### M4 wires, run 1

Cells faint in the background.
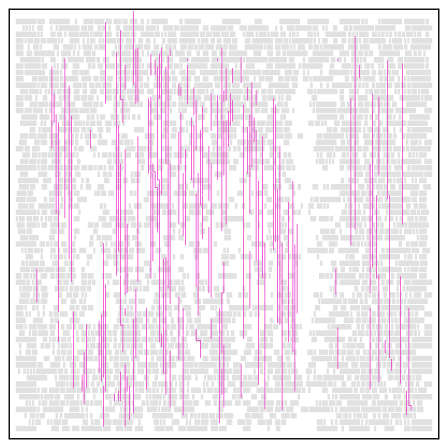
### Routed clock nets over the placement, run 1

Scale bar: 50 um.
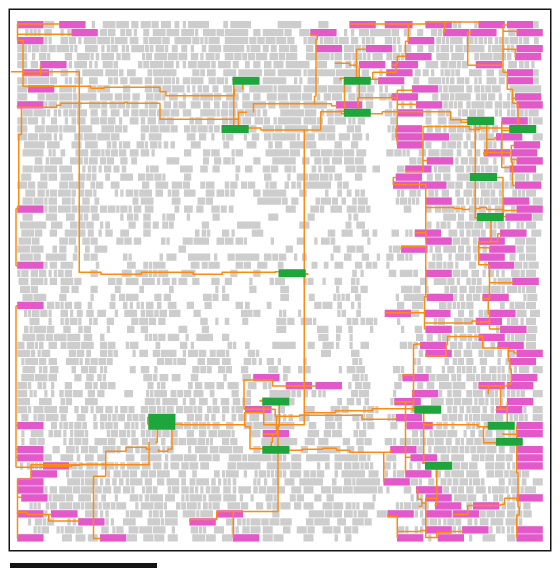
### Ports around the boundary, run 1

Pins as bars across the die edge, other pins in grey.
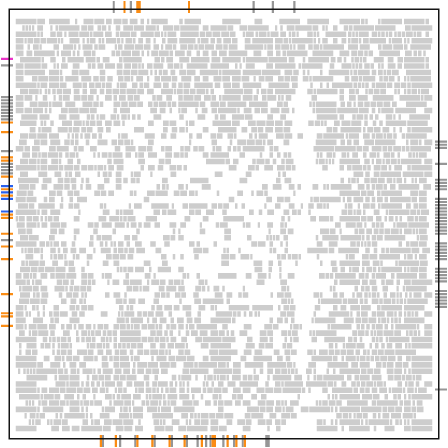
### Routing congestion, run 1

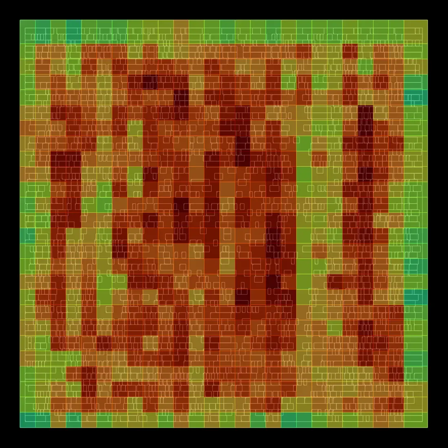
`src/rtl/alu_pkg.sv`:
```
// Shared definitions for the handshaked ALU: opcode width and encodings,
// default data width and the controller state type.
package alu_pkg;

  localparam int ALUOP_W        = 4;
  localparam int DATA_WIDTH_DEF = 32;

  localparam logic [ALUOP_W-1:0] OP_AND  = 4'b0000;
  localparam logic [ALUOP_W-1:0] OP_OR   = 4'b0001;
  localparam logic [ALUOP_W-1:0] OP_ADD  = 4'b0010;
  localparam logic [ALUOP_W-1:0] OP_XOR  = 4'b0011;
  localparam logic [ALUOP_W-1:0] OP_NOR  = 4'b0100;
  localparam logic [ALUOP_W-1:0] OP_SLTU = 4'b0101;
  localparam logic [ALUOP_W-1:0] OP_SUB  = 4'b0110;
  localparam logic [ALUOP_W-1:0] OP_SLT  = 4'b0111;
  localparam logic [ALUOP_W-1:0] OP_SLL  = 4'b1000;
  localparam logic [ALUOP_W-1:0] OP_SRL  = 4'b1001;
  localparam logic [ALUOP_W-1:0] OP_SRA  = 4'b1010;
  localparam logic [ALUOP_W-1:0] OP_MUL  = 4'b1011;

  typedef enum logic [1:0] {
    ST_IDLE = 2'd0,
    ST_MUL  = 2'd1,
    ST_HOLD = 2'd2
  } alu_state_e;

endpackage

```
`src/rtl/alu_hs_if.sv`:
```
// Handshake bundle between the decode stage (master) and the ALU (slave).
//   in_valid/in_ready  : op + operand transfer
//   A, B, ALUop        : operands and opcode
//   out_valid/out_ready: result slot handshake
//   Result, Overflow, CarryOut, Zero : registered result and flags
interface alu_hs_if
  import alu_pkg::*;
#(
  parameter int DATA_WIDTH = DATA_WIDTH_DEF
);
  logic                  in_valid;
  logic                  in_ready;
  logic [DATA_WIDTH-1:0] A;
  logic [DATA_WIDTH-1:0] B;
  logic [ALUOP_W-1:0]    ALUop;
  logic                  out_valid;
  logic                  out_ready;
  logic [DATA_WIDTH-1:0] Result;
  logic                  Overflow;
  logic                  CarryOut;
  logic                  Zero;

  modport master (
    output in_valid, A, B, ALUop, out_ready,
    input  in_ready, out_valid, Result, Overflow, CarryOut, Zero
  );

  modport slave (
    input  in_valid, A, B, ALUop, out_ready,
    output in_ready, out_valid, Result, Overflow, CarryOut, Zero
  );
endinterface

```
`src/rtl/alu_comb.sv`:
```
// Combinational ALU for all single-cycle ops (everything except MUL).
//   a, b      : operands; b[SHAMT_W-1:0] is the shift amount
//   op        : opcode; MUL and undefined codes give result 0, flags 0
//   result    : op result
//   overflow  : signed overflow, ADD/SUB only
//   carry_out : ADD carry out of MSB, SUB borrow (a < b unsigned)
module alu_comb
  import alu_pkg::*;
#(
  parameter int DATA_WIDTH = DATA_WIDTH_DEF
) (
  input  logic [DATA_WIDTH-1:0] a,
  input  logic [DATA_WIDTH-1:0] b,
  input  logic [ALUOP_W-1:0]    op,
  output logic [DATA_WIDTH-1:0] result,
  output logic                  overflow,
  output logic                  carry_out
);
  localparam int SHAMT_W = $clog2(DATA_WIDTH);

  logic                  is_sub;
  logic [DATA_WIDTH-1:0] b_eff;
  logic [DATA_WIDTH:0]   sum;
  logic [SHAMT_W-1:0]    shamt;
  logic                  ovf_raw;

  // SUB is A + ~B + 1; the extra top bit is carry (ADD) or not-borrow (SUB).
  assign is_sub  = (op == OP_SUB);
  assign b_eff   = is_sub ? ~b : b;
  assign sum     = {1'b0, a} + {1'b0, b_eff} + {{DATA_WIDTH{1'b0}}, is_sub};
  assign shamt   = b[SHAMT_W-1:0];
  assign ovf_raw = (a[DATA_WIDTH-1] == b_eff[DATA_WIDTH-1]) &&
                   (sum[DATA_WIDTH-1] != a[DATA_WIDTH-1]);

  always_comb begin
    // NOTE: every output gets a default before the case so no path leaves
    // a signal unassigned and infers a latch.
    result    = '0;
    overflow  = 1'b0;
    carry_out = 1'b0;
    case (op)
      OP_AND:  result = a & b;
      OP_OR:   result = a | b;
      OP_XOR:  result = a ^ b;
      OP_NOR:  result = ~(a | b);
      OP_ADD: begin
        result    = sum[DATA_WIDTH-1:0];
        overflow  = ovf_raw;
        carry_out = sum[DATA_WIDTH];
      end
      OP_SUB: begin
        result    = sum[DATA_WIDTH-1:0];
        overflow  = ovf_raw;
        carry_out = ~sum[DATA_WIDTH];
      end
      // A true signed compare, so the answer stays right when A-B overflows.
      OP_SLT:  result = {{(DATA_WIDTH-1){1'b0}}, ($signed(a) < $signed(b))};
      OP_SLTU: result = {{(DATA_WIDTH-1){1'b0}}, (a < b)};
      OP_SLL:  result = a << shamt;
      OP_SRL:  result = a >> shamt;
      OP_SRA:  result = DATA_WIDTH'($signed(a) >>> shamt);
      default: result = '0;
    endcase
  end
endmodule

```
`src/rtl/alu_hs.sv`:
```
// Registered, handshaked ALU. Single-cycle ops produce a result one edge
// after accept; MUL runs a shift-add over DATA_WIDTH iteration edges.
//   clk    : system clock
//   resetn : asynchronous active-low reset, aborts any op in flight
//   bus    : alu_hs_if slave port (in/out valid-ready, operands, result, flags)
module alu_hs
  import alu_pkg::*;
#(
  parameter int DATA_WIDTH = DATA_WIDTH_DEF,
  parameter bit MUL_EN     = 1'b1
) (
  input  logic   clk,
  input  logic   resetn,
  alu_hs_if.slave bus
);
  localparam int CNT_W = $clog2(DATA_WIDTH) + 1;

  alu_state_e            state_q, state_d;
  logic [DATA_WIDTH-1:0] res_q, res_d;
  logic                  ovf_q, ovf_d;
  logic                  cout_q, cout_d;
  logic                  zero_q, zero_d;
  logic [DATA_WIDTH-1:0] mcand_q, mcand_d;   // A, shifted left each iteration
  logic [DATA_WIDTH-1:0] mplier_q, mplier_d; // B, bit 0 is the current bit
  logic [DATA_WIDTH-1:0] acc_q, acc_d;
  logic [CNT_W-1:0]      cnt_q, cnt_d;

  logic [DATA_WIDTH-1:0] comb_res;
  logic                  comb_ovf;
  logic                  comb_cout;
  logic [DATA_WIDTH-1:0] acc_sum;
  logic                  accept;
  logic                  is_mul;

  alu_comb #(.DATA_WIDTH(DATA_WIDTH)) u_comb (
    .a         (bus.A),
    .b         (bus.B),
    .op        (bus.ALUop),
    .result    (comb_res),
    .overflow  (comb_ovf),
    .carry_out (comb_cout)
  );

  // A new op may be taken in the same cycle the held result retires.
  assign bus.in_ready  = (state_q == ST_IDLE) ||
                         ((state_q == ST_HOLD) && bus.out_ready);
  assign accept        = bus.in_valid && bus.in_ready;
  // With MUL_EN=0 the MUL code falls through to alu_comb as undefined.
  assign is_mul        = MUL_EN && (bus.ALUop == OP_MUL);
  assign acc_sum       = acc_q + (mplier_q[0] ? mcand_q : '0);

  assign bus.out_valid = (state_q == ST_HOLD);
  assign bus.Result    = res_q;
  assign bus.Overflow  = ovf_q;
  assign bus.CarryOut  = cout_q;
  assign bus.Zero      = zero_q;

  always_comb begin
    state_d  = state_q;
    res_d    = res_q;
    ovf_d    = ovf_q;
    cout_d   = cout_q;
    zero_d   = zero_q;
    mcand_d  = mcand_q;
    mplier_d = mplier_q;
    acc_d    = acc_q;
    cnt_d    = cnt_q;
    case (state_q)
      ST_MUL: begin
        acc_d    = acc_sum;
        mcand_d  = mcand_q << 1;
        mplier_d = mplier_q >> 1;
        cnt_d    = cnt_q - CNT_W'(1);
        if (cnt_q == CNT_W'(1)) begin
          state_d = ST_HOLD;
          res_d   = acc_sum;
          ovf_d   = 1'b0;
          cout_d  = 1'b0;
          zero_d  = (acc_sum == '0);
        end
      end
      default: begin
        if ((state_q == ST_HOLD) && bus.out_ready) state_d = ST_IDLE;
        if (accept) begin
          if (is_mul) begin
            state_d  = ST_MUL;
            mcand_d  = bus.A;
            mplier_d = bus.B;
            acc_d    = '0;
            cnt_d    = CNT_W'(DATA_WIDTH);
          end else begin
            state_d = ST_HOLD;
            res_d   = comb_res;
            ovf_d   = comb_ovf;
            cout_d  = comb_cout;
            zero_d  = (comb_res == '0);
          end
        end
      end
    endcase
  end

  // NOTE: the multiplier datapath is reset along with the control state so
  // an aborted MUL leaves no partial product behind.
  always_ff @(posedge clk or negedge resetn) begin
    if (!resetn) begin
      state_q  <= ST_IDLE;
      res_q    <= '0;
      ovf_q    <= 1'b0;
      cout_q   <= 1'b0;
      zero_q   <= 1'b0;
      mcand_q  <= '0;
      mplier_q <= '0;
      acc_q    <= '0;
      cnt_q    <= '0;
    end else begin
      // NOTE: non-blocking assignments so every flop samples pre-edge values.
      state_q  <= state_d;
      res_q    <= res_d;
      ovf_q    <= ovf_d;
      cout_q   <= cout_d;
      zero_q   <= zero_d;
      mcand_q  <= mcand_d;
      mplier_q <= mplier_d;
      acc_q    <= acc_d;
      cnt_q    <= cnt_d;
    end
  end
endmodule

```
`src/flat_wrapper.sv`:
```
// flat-port wrapper written by rule: the top's interface ports become plain ports
module alu_hs_flat import alu_pkg::*;
#(
  parameter int DATA_WIDTH = DATA_WIDTH_DEF,
  parameter bit MUL_EN     = 1'b1
)
  (clk, resetn, bus_in_valid, bus_A, bus_B, bus_ALUop, bus_out_ready, bus_in_ready, bus_out_valid, bus_Result, bus_Overflow, bus_CarryOut, bus_Zero);
  alu_hs_if #(.DATA_WIDTH(DATA_WIDTH)) bus_i ();
  input  logic clk;
  input  logic resetn;
  input wire logic [$bits(bus_i.in_valid)-1:0] bus_in_valid;
  input wire logic [$bits(bus_i.A)-1:0] bus_A;
  input wire logic [$bits(bus_i.B)-1:0] bus_B;
  input wire logic [$bits(bus_i.ALUop)-1:0] bus_ALUop;
  input wire logic [$bits(bus_i.out_ready)-1:0] bus_out_ready;
  output wire logic [$bits(bus_i.in_ready)-1:0] bus_in_ready;
  output wire logic [$bits(bus_i.out_valid)-1:0] bus_out_valid;
  output wire logic [$bits(bus_i.Result)-1:0] bus_Result;
  output wire logic [$bits(bus_i.Overflow)-1:0] bus_Overflow;
  output wire logic [$bits(bus_i.CarryOut)-1:0] bus_CarryOut;
  output wire logic [$bits(bus_i.Zero)-1:0] bus_Zero;
  assign bus_i.in_valid = bus_in_valid;
  assign bus_i.A = bus_A;
  assign bus_i.B = bus_B;
  assign bus_i.ALUop = bus_ALUop;
  assign bus_i.out_ready = bus_out_ready;
  assign bus_in_ready = bus_i.in_ready;
  assign bus_out_valid = bus_i.out_valid;
  assign bus_Result = bus_i.Result;
  assign bus_Overflow = bus_i.Overflow;
  assign bus_CarryOut = bus_i.CarryOut;
  assign bus_Zero = bus_i.Zero;
  alu_hs #(.DATA_WIDTH(DATA_WIDTH), .MUL_EN(MUL_EN)) u_core (.clk(clk), .resetn(resetn), .bus(bus_i));
endmodule
```
`config.mk`:
```
export PLATFORM = sky130hd
export DESIGN_NAME = alu_hs_flat
export DESIGN_NICKNAME = d
export VERILOG_FILES = /design/src/rtl/alu_pkg.sv /design/src/rtl/alu_hs_if.sv /design/src/rtl/alu_comb.sv /design/src/rtl/alu_hs.sv /design/src/flat_wrapper.sv
export SDC_FILE = /design/constraint.sdc
export NUM_CORES = 1
export LEC_CHECK = 0
export CORE_MARGIN = 2
export CORE_UTILIZATION = 53
export DETAILED_ROUTE_END_ITERATION = 8
export PLACE_DENSITY = 0.79
export SLEW_MARGIN = 20
export SYNTH_ARGS = -nofsm -noshare
export SYNTH_HDL_FRONTEND = slang
export SYNTH_SLANG_ARGS = --single-unit
```
`constraint.sdc`:
```
create_clock -name clk -period 4.1 [get_ports clk]
set_input_delay 0.41 -clock clk [delete_from_list [all_inputs] [get_ports clk]]
set_output_delay 0.41 -clock clk [all_outputs]
set_load 0.01 [all_outputs]
```
==> GITHUB_STEP_SUMMARY, run 1 <==
### Metrics collected by this job

| Metric | Value |
|---|---|
| Layout area overhead | 26.6% |
| Xor+xnor area frac | 4.12% |
| Vias/cell | 6.68 |
| Fa+ha+maj area frac | between 10 and 15% |
| 1st-iter DRT viols | 2331 |
| Buffers outside the clock class | 462 |
| Tool warning count | 100 |
| Yosys stat area | 17000 sq um |
| GPL Wtd Cong | 1.08 |
| DRC | 0 |
| Power Dens Cells | roughly 400 nW/um^2 |
| Worst reg2reg endpoint | u_core.bus.Zero |
| Gate Count Post-Synth | 2149 |
| Fmax | approximately 250 MHz |
| Commonest Layout Cell | nand2_1 |
| Worst reg2reg path depth | 14 |
| Clock Path Buffers | 2 |
| Core Rows | 65 |
| WL met2 | 32900 um |
| Post-DRT Antenna Nets | 0 |
| Distinct cells, synth | just over 90 |
| Reg area | 3480 sq um |
| Outcome | completed |
| Top Ports | roughly 110 |
| Ys async rst share | 100% |
| CTS tree | yes |
| H-Tree Depth | 4 |
| DP Wirelength | 57400 um |
| Net Sw Frac | 45.4% |
| First-pass GRT wire length | 111000 um |
| Comb. pwr | roughly 4.7 mW |
| Filler cells | 2566 |
| Core Util, Final | 68.2% |
| Initial antenna violation count | 3 |
| Fp util | 53.9% |
| Minimum clock period | 3.96 ns |
| Seq power | 2.20 mW |
| NumNets Final | between 2000 and 3000 |
| Final setup viols | 0 |
| Worst Setup End Kind | flop |
| CLK BUF | 17 |
| Pre-CTS setup slack | -0.535 ns |
| Largest cell class by area | combinational gates |
| Hold Path Class | flop to flop |
| Chip area | 33500 sq um |
| Non-Filler Instances | 2889 |
| Logic cell area | 12700 sq um |
| CP Max Fanout | 13 |
| Clk. pwr | approximately 1.7 mW |
| Hold slack | 0.479 ns |
| Cell Area, Placed | 20700 sq um |
| Flops out of synthesis | 139 |
| Layout cells sized above 1 | a little over a fifth |
| Hold buffers post-CTS | 1 |
| Top non-seq family | AND-OR/OR-AND gates |
| Vias in the first global route | roughly 19000 |
| Design Area, Final | 21500 sq um |
| Cell type with the largest total area | dfrtp_1 |
| Crit start category | flop |
| Final Power | 8.59 mW |
| Top cells by instance count after synthesis | nand2_1, ha_1, dfrtp_1 |
| Worst EP required | 4.49 ns |
| Largest power group | combinational cells |
| Most common logic cells in the final layout | nand2_1, buf_4, ha_1 |
| Pleak | roughly 10 nW |
| Clock Sinks | 139 |
| Largest net degree at the start of global routing | 76 |
| Mi-comb count | around 1800 |
| Total gr overflow | 0 |
| N_taps | 402 |
| Core footprint | 31600 sq um |
| Clk pwr share | 19.2% |
| Hold Path Depth | 2 |
| Total track usage | 43.9% |
| CTS root buffer | clkbuf_16 |
Back to the opening pictures, 'M4 wires':
main direction: vertical
nets with wire on the layer: 117
share of all routed wire: 6.7%
final WL: 74400 um
vias post-DR: 19300

Back to the opening pictures, 'Routed clock nets over the placement':
[flip-flops] magenta | count: 139
[clock wires] orange | length: 2430 um
[cells driving clock nets] green | count: 17
flops lie: all over the die
Clock Latency Late Sink: 0.47 ns
clk_skew: 0.0137 ns

Back to the opening pictures, 'Ports around the boundary':
| port | colour | pins | direction | edge |
|---|---|---|---|---|
| bus_ALUop | blue | 4 | input | left |
| bus_B | orange | 32 | input | 16 left, 12 bottom, 4 top |
| clk | magenta | 1 | input | left |
Die X-Extent: 183 um
die y size: 183 um

Back to the opening pictures, 'Routing congestion':
gr busiest metal: met2
met2 GRT Util: 69.1%
grt met3 use: 12.0%
Avg WL per Cell: 25.8 um

## run 1: flip-flops by register name, indices dropped and copies added (netlist names)
signal               cells
u_core.bus.Zero          1
u_core.bus.CarryOut      1
u_core.bus.Result       32
u_core.bus.Overflow      1
u_core.acc_q            32
u_core.mcand_q          32
u_core.mplier_q         32
u_core.cnt_q             6
u_core.state_q           2
## run 1: critical path: stages, from the launching register on
cell	delay (ns)
dfrtp_2	0.47
and2_1	0.17
ha_1	0.21
fa_1	0.44
a21oi_1	0.31
o2111ai_2	0.23
a21o_1	0.22
a21o_1	0.20
xnor2_1	0.20
nor4b_2	0.27
nand4_1	0.13
nand4b_1	0.29
and4b_1	0.31
nand4b_1	0.26
nand3_1	0.18
### Sequential cells grouped by signal name, run 1

Other sequential cells in the stronger grey, the rest of the logic in the fainter grey.
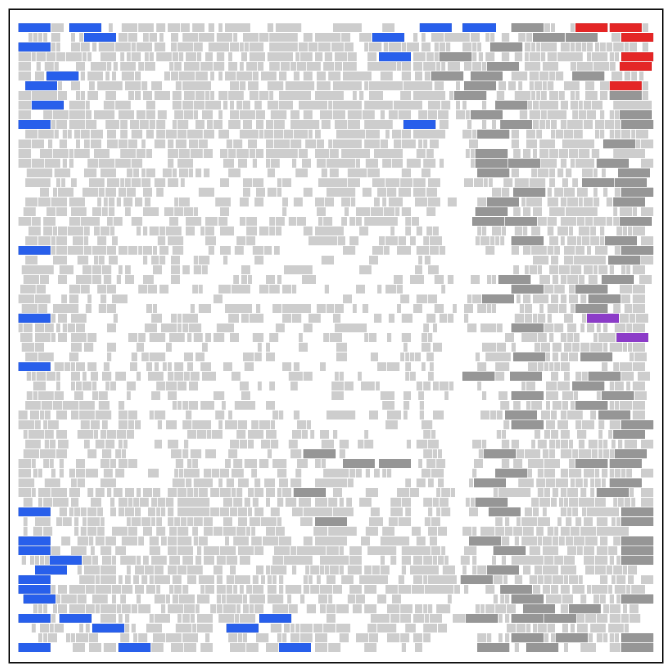

--- run 2 (diff from run 1) ---
Settings changed: CORE_ASPECT_RATIO set to 0.5, PLACE_DENSITY 0.79 to 0.71.
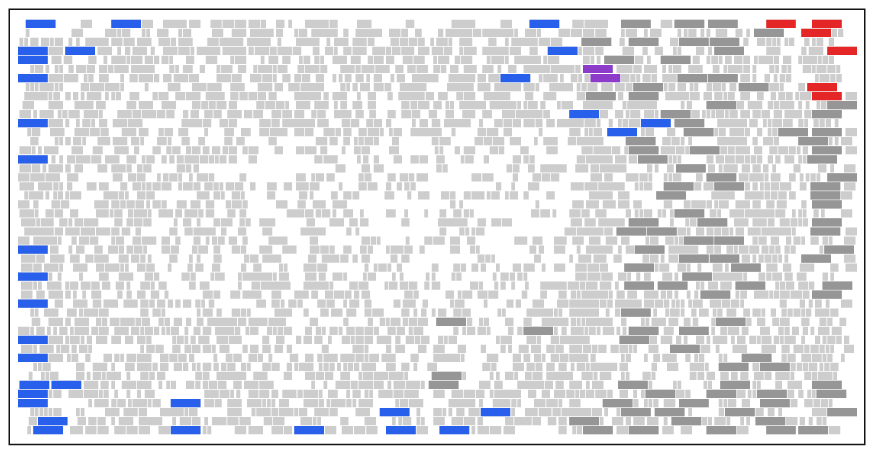
*Sequential cells grouped by signal name, run 2*
Other sequential cells in the stronger grey, the rest of the logic in the fainter grey.
| name in the netlist | colour | placed flops |
|---|---|---|
| u_core.cnt_q | red | 6 |
| u_core.state_q | purple | 2 |
| u_core.mplier_q | blue | 32 |
not coloured: 99
Seq power: 2.19 mW
Seq/total area: 16.2%

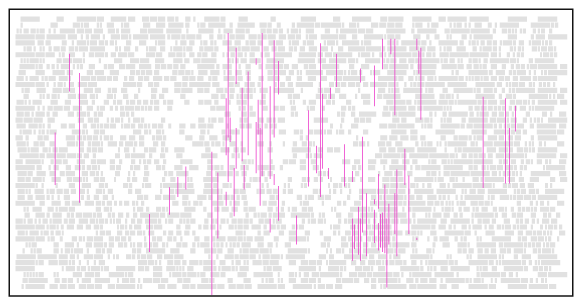
*M4 wires, run 2*
Cells faint in the background.
longest straight run: 70.0 um
wire length on this layer: 1620 um
main direction: vertical
final WL: 72000 um
vias post-DR: 18900

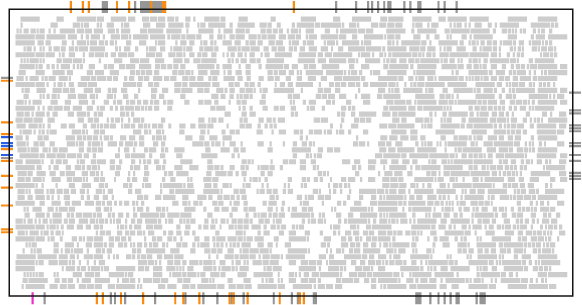
*Ports around the boundary, run 2*
Pins as bars across the die edge, other pins in grey.
| port | colour | pins | direction | edge |
|---|---|---|---|---|
| clk | magenta | 1 | input | bottom |
| bus_ALUop | blue | 4 | input | left |
| bus_B | orange | 32 | input | 13 bottom, 10 left, 9 top |
Die X-Extent: 257 um
die y size: 131 um
IO buf count: 108

==> run 2 against run 1 <==
Against the previous run:
- the run now ends with negative hold slack left
- area after synthesis stayed put
- flip-flop count is the same
- sequential share of layout area is essentially flat
- combinational power is essentially flat
- worst setup slack improved by 0.052 ns
- routed wire length is 3.2% lower
- sequential power barely moved
- clock-buffer cell count unchanged
- global-route usage decreased by 2.0 points
- clock power barely moved
- utilization fell by 0.25 points
- critical path type is now input port to flop
==> GITHUB_STEP_SUMMARY, run 2 <==
### Metrics collected by this job

| Metric | Value |
|---|---|
| Outcome | complete, but fails checks (was completed) |
| Violated checks | negative hold slack |
| Worst Setup End Kind | flop (unchanged) |
| Cell type with the largest total area | dfrtp_1 (unchanged) |
| Vias in the first global route | 17400 (was 18700) |
| Pre-CTS setup slack | -0.464 ns (was -0.535 ns) |
| Most common logic cells in the final layout | nand2_1, buf_4, ha_1 (unchanged) |
| First-pass GRT wire length | 106000 um (was 111000 um) |
| Total track usage | 41.9% (was 43.9%) |
| Core Util, Final | 68.0% (was 68.2%) |
| Yosys stat area | 17000 sq um (unchanged) |
| Top Ports | 109 (unchanged) |
| Clk pwr share | 19.4% (was 19.2%) |
| Clock Path Buffers | 2 (unchanged) |
| Non-Filler Instances | 2889 (unchanged) |
| DP Wirelength | 55200 um (was 57400 um) |
| Worst EP required | 4.48 ns (was 4.49 ns) |
| Tool warning count | 100 (unchanged) |
| Crit start category | input port (was flop) |
| Final Hold Fails | 2 (was 0) |
| Hold Path Class | input port to asynchronous set/reset pin (was flop to flop) |
| Largest power group | combinational cells (unchanged) |
| Ys async rst share | 100% (unchanged) |
| Power Dens Cells | 399 nW/um^2 (about the same) |
| Grt met3 use | 15.5% (was 12.0%) |
| CP Max Fanout | 8 (was 13) |
| Crit path top cell by count | nand4b_1 |
| Design Area, Final | 21500 sq um (about the same) |
| Delay-heaviest family, CP | simple AND/OR/NAND/NOR gates (unchanged) |
| Crit path cell chain | clkdlybuf4s50_1 -> buf_4 -> mux4_2 -> mux2i_1 -> o32ai_1 -> nor3_1 -> nand4b_1 -> a2111o_1 -> nor4_4 -> nand4b_1 -> nor4_4 -> nand4b_1 -> nand3_1 (was and2_1 -> ha_1 -> fa_1 -> a21oi_1 -> o2111ai_2 -> a21o_1 -> a21o_1 -> xnor2_1 -> nor4b_2 -> nand4_1 -> nand4b_1 -> and4b_1 -> nand4b_1 -> nand3_1) |
| Worst path max stage delay | 0.69 ns (was 0.47 ns) |
| Clock Latency Late Sink | 0.46 ns (was 0.47 ns) |
| Avg WL per Cell | 24.9 um (was 25.8 um) |
| Layout area overhead | 26.5% (was 26.6%) |
| Slowest stage cell, crit path | clkdlybuf4s50_1 (was dfrtp_2) |
| Hold slack | -0.0122 ns (was 0.479 ns) |
| Flops out of synthesis | 139 (unchanged) |
| Buffers outside the clock class | 432 (was 462) |
| Fmax | 256 MHz (was 252 MHz) |
| Commonest Layout Cell | nand2_1 (unchanged) |
run 2: worst paths after layout:
path,slack (ns),end,cells past startpoint
max,0.19,u_core.bus.Zero,13
min,-0.01,u_core.mplier_q[27],1
max reg2reg,0.21,u_core.bus.Zero,15
min reg2reg,0.48,u_core.bus.Result[14],2
max in group asynchronous,3.24,u_core.acc_q[2],2
min in group clk,0.48,u_core.bus.Result[14],2
run 2: logic make-up after synthesis:
kind of cell             after synthesis  share of synthesized area (%)
XOR/XNOR                              80                           4.12
AND/OR/NAND/NOR                      741                           20.3
adder cells (fa/ha/maj)              171                           12.7
buffers and inverters                251                           6.09
flip-flops                           139                           20.5
AND-OR/OR-AND                        634                           25.2
multiplexers                         133                           11.2
### Routing congestion, run 2

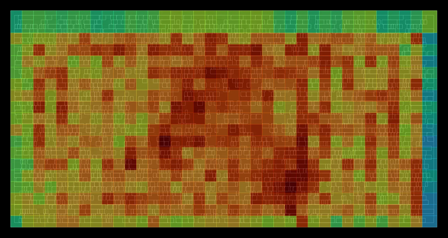

--- run 3 (diff from run 2) ---
Settings changed: PLACE_DENSITY 0.71 to 0.78.
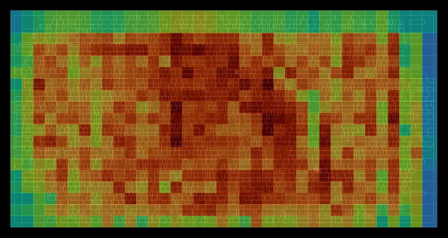
*Routing congestion, run 3*
met2 GRT Util: 59.9%
total track usage: 42.1%

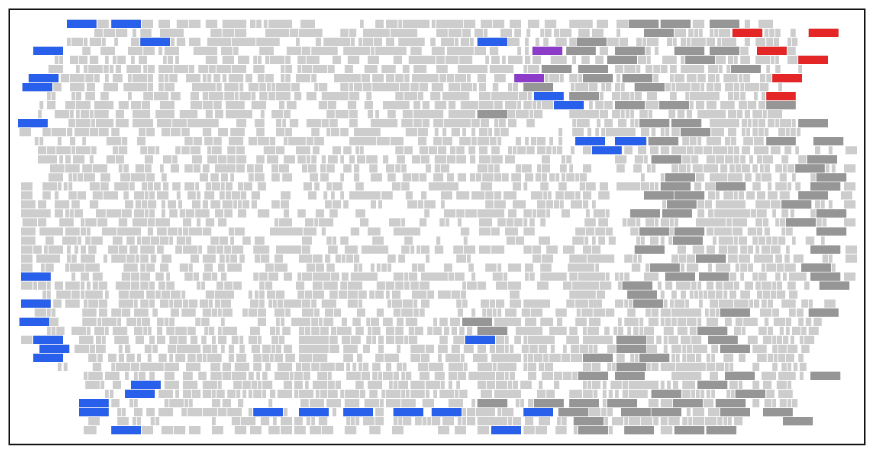
*Sequential cells grouped by signal name, run 3*
Other sequential cells in the stronger grey, the rest of the logic in the fainter grey.
Reg area: 3480 sq um
Seq/total area: 16.0%
Seq power: 2.21 mW
Core Util, Final: 68.7%

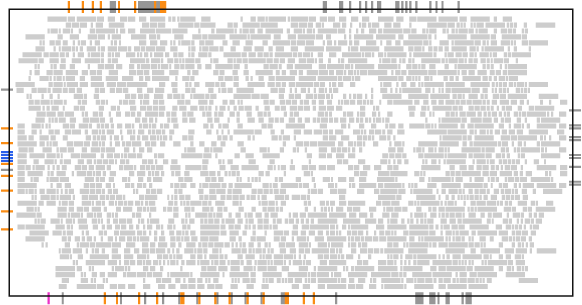
*Ports around the boundary, run 3*
Pins as bars across the die edge, other pins in grey.
| port | colour | pins | direction | edge |
|---|---|---|---|---|
| bus_ALUop | blue | 4 | input | left |
| clk | magenta | 1 | input | bottom |
| bus_B | orange | 32 | input | 15 bottom, 10 top, 7 left |

==> run 3 against run 2 <==
Against the previous run:
- critical path depth rose by 2
- worst hold slack improved by 0.49 ns
- critical endpoint unchanged
- clock skew rose by 0.0032 ns
- synthesized cell count did not move
- the run ends with design-rule violations left
- area after synthesis did not move
- worst setup slack got worse by 0.083 ns
- global-route usage rose by 0.23 points
- sequential share of layout area fell by 0.16 points
==> GITHUB_STEP_SUMMARY, run 3 <==
### Metrics collected by this job

| Metric | Value |
|---|---|
| CTS tree | yes (unchanged) |
| Filler cells | 2608 (was 2717) |
| Core footprint | 31700 sq um (unchanged) |
| Layout cells sized above 1 | 21.4% (was 20.2%) |
| Worst reg2reg path depth | 15 (unchanged) |
| Power Dens Cells | 398 nW/um^2 (was 399 nW/um^2) |
| Initial antenna violation count | 3 (unchanged) |
| DRC | 10 (was 0) |
| Final Power | 8.65 mW (was 8.58 mW) |
| Fp util | 53.7% (unchanged) |
| Worst path max stage delay | 0.45 ns (was 0.69 ns) |
| Delay-heaviest family, CP | simple AND/OR/NAND/NOR gates (unchanged) |
| Outcome | complete, but fails checks (unchanged) |
| Fmax | 250 MHz (was 256 MHz) |
| CTS root buffer | clkbuf_16 (unchanged) |
| GPL Wtd Cong | 1.11 (was 1.01) |
| Distinct cells, synth | 91 (unchanged) |
| 1st-iter DRT viols | 3159 (was 2458) |
| Crit start category | flop (was input port) |
| N_taps | 432 (unchanged) |
| Tool warning count | 100 (unchanged) |
| Die y size | 131 um (unchanged) |
| Final WL | 72400 um (was 72000 um) |
| Gr busiest metal | met2 (was met1) |
| Final setup viols | 0 (unchanged) |
| Pleak | 10.0 nW (was 9.91 nW) |
| Flops out of synthesis | 139 (unchanged) |
| Final Hold Fails | 0 (was 2) |
| Crit path to | u_core.bus.Zero (unchanged) |
| Hold Path Depth | 1 |
| Ys async rst share | 100% (unchanged) |
| Crit path cell chain | and2_1 -> ha_1 -> fa_1 -> a21oi_2 -> o2111ai_1 -> a21o_1 -> a21o_1 -> xnor2_1 -> nor4b_1 -> buf_4 -> nand4_1 -> nand4b_1 -> and4b_1 -> nand4b_1 -> nand3_1 (was clkdlybuf4s50_1 -> buf_4 -> mux4_2 -> mux2i_1 -> o32ai_1 -> nor3_1 -> nand4b_1 -> a2111o_1 -> nor4_4 -> nand4b_1 -> nor4_4 -> nand4b_1 -> nand3_1) |
| Die X-Extent | 257 um (unchanged) |
| Core Rows | 46 (unchanged) |
| Clock Latency Late Sink | 0.47 ns (was 0.46 ns) |
| Yosys stat area | 17000 sq um (unchanged) |
| Comb. pwr | 4.77 mW (was 4.72 mW) |
| Clock Sinks | 139 (unchanged) |
| Hold Path Class | flop to flop (was input port to asynchronous set/reset pin) |
| Violated checks | design-rule violations (was negative hold slack) |
| WL met2 | 28700 um (was 28500 um) |
| Mi-comb count | 1759 (unchanged) |
| Buffers outside the clock class | 452 (was 432) |
| Layout area overhead | 27.8% (was 26.5%) |
| Vias/cell | 6.67 (was 6.55) |
| Worst EP required | 4.48 ns (about the same) |
| Cell depth of the worst setup path | 15 (was 13) |
| NumNets Final | 2707 (was 2687) |
| Largest power group | combinational cells (unchanged) |
| Vias in the first global route | 18000 (was 17400) |
| Non-Filler Instances | 2909 (was 2889) |
| Worst reg2reg endpoint | u_core.bus.Zero (unchanged) |
| Top Ports | 109 (unchanged) |
| Largest net degree at the start of global routing | 82 (was 87) |
| Reg-to-reg slack, setup | 0.11 ns (was 0.21 ns) |
| Clk. pwr | 1.67 mW (about the same) |
| Clk_skew | 0.0220 ns (was 0.0189 ns) |
| Hold buffers post-CTS | 1 (was 0) |
| Minimum clock period | 3.99 ns (was 3.91 ns) |
| Chip area | 33600 sq um (unchanged) |
| Most common logic cells in the final layout | nand2_1, buf_4, ha_1 (unchanged) |
| Post-DRT Antenna Nets | 0 (unchanged) |
| IO buf count | 108 (unchanged) |
| DP Wirelength | 54700 um (was 55200 um) |
| Hold slack | 0.478 ns (was -0.0122 ns) |
[run 3: cell count changes in the layout (fill, tap and decap cells not counted), sizes merged]
cell	delta
buf	+18
inv	+1
dlygate4sd3	+1
dlymetal6s2s	+1
clkinv	-2
bufinv	+1
[run 3: per-stage QoR]
stage / cell area, sq um / setup slack, ns / TNS, ns
after floorplan: 17000 / 0.0639 / 0
after global placement: 20800 / -0.375 / -2.25
after detailed placement: 20800 / -0.546 / -4.18
after CTS: 21400 / 0.0117 / 0
after global routing: 21700 / 0.0103 / 0
final: 21700 / 0.107 / 0
[run 3: logic make-up after synthesis]
group	Yosys count	synth area share, %
flops	139	20.5
mux	133	11.2
xor+xnor	80	4.12
fa+ha+maj	171	12.7
compound gates	634	25.2
simple gates	741	20.3
buf+inv	251	6.09
Power and IR drop assume default switching activity.
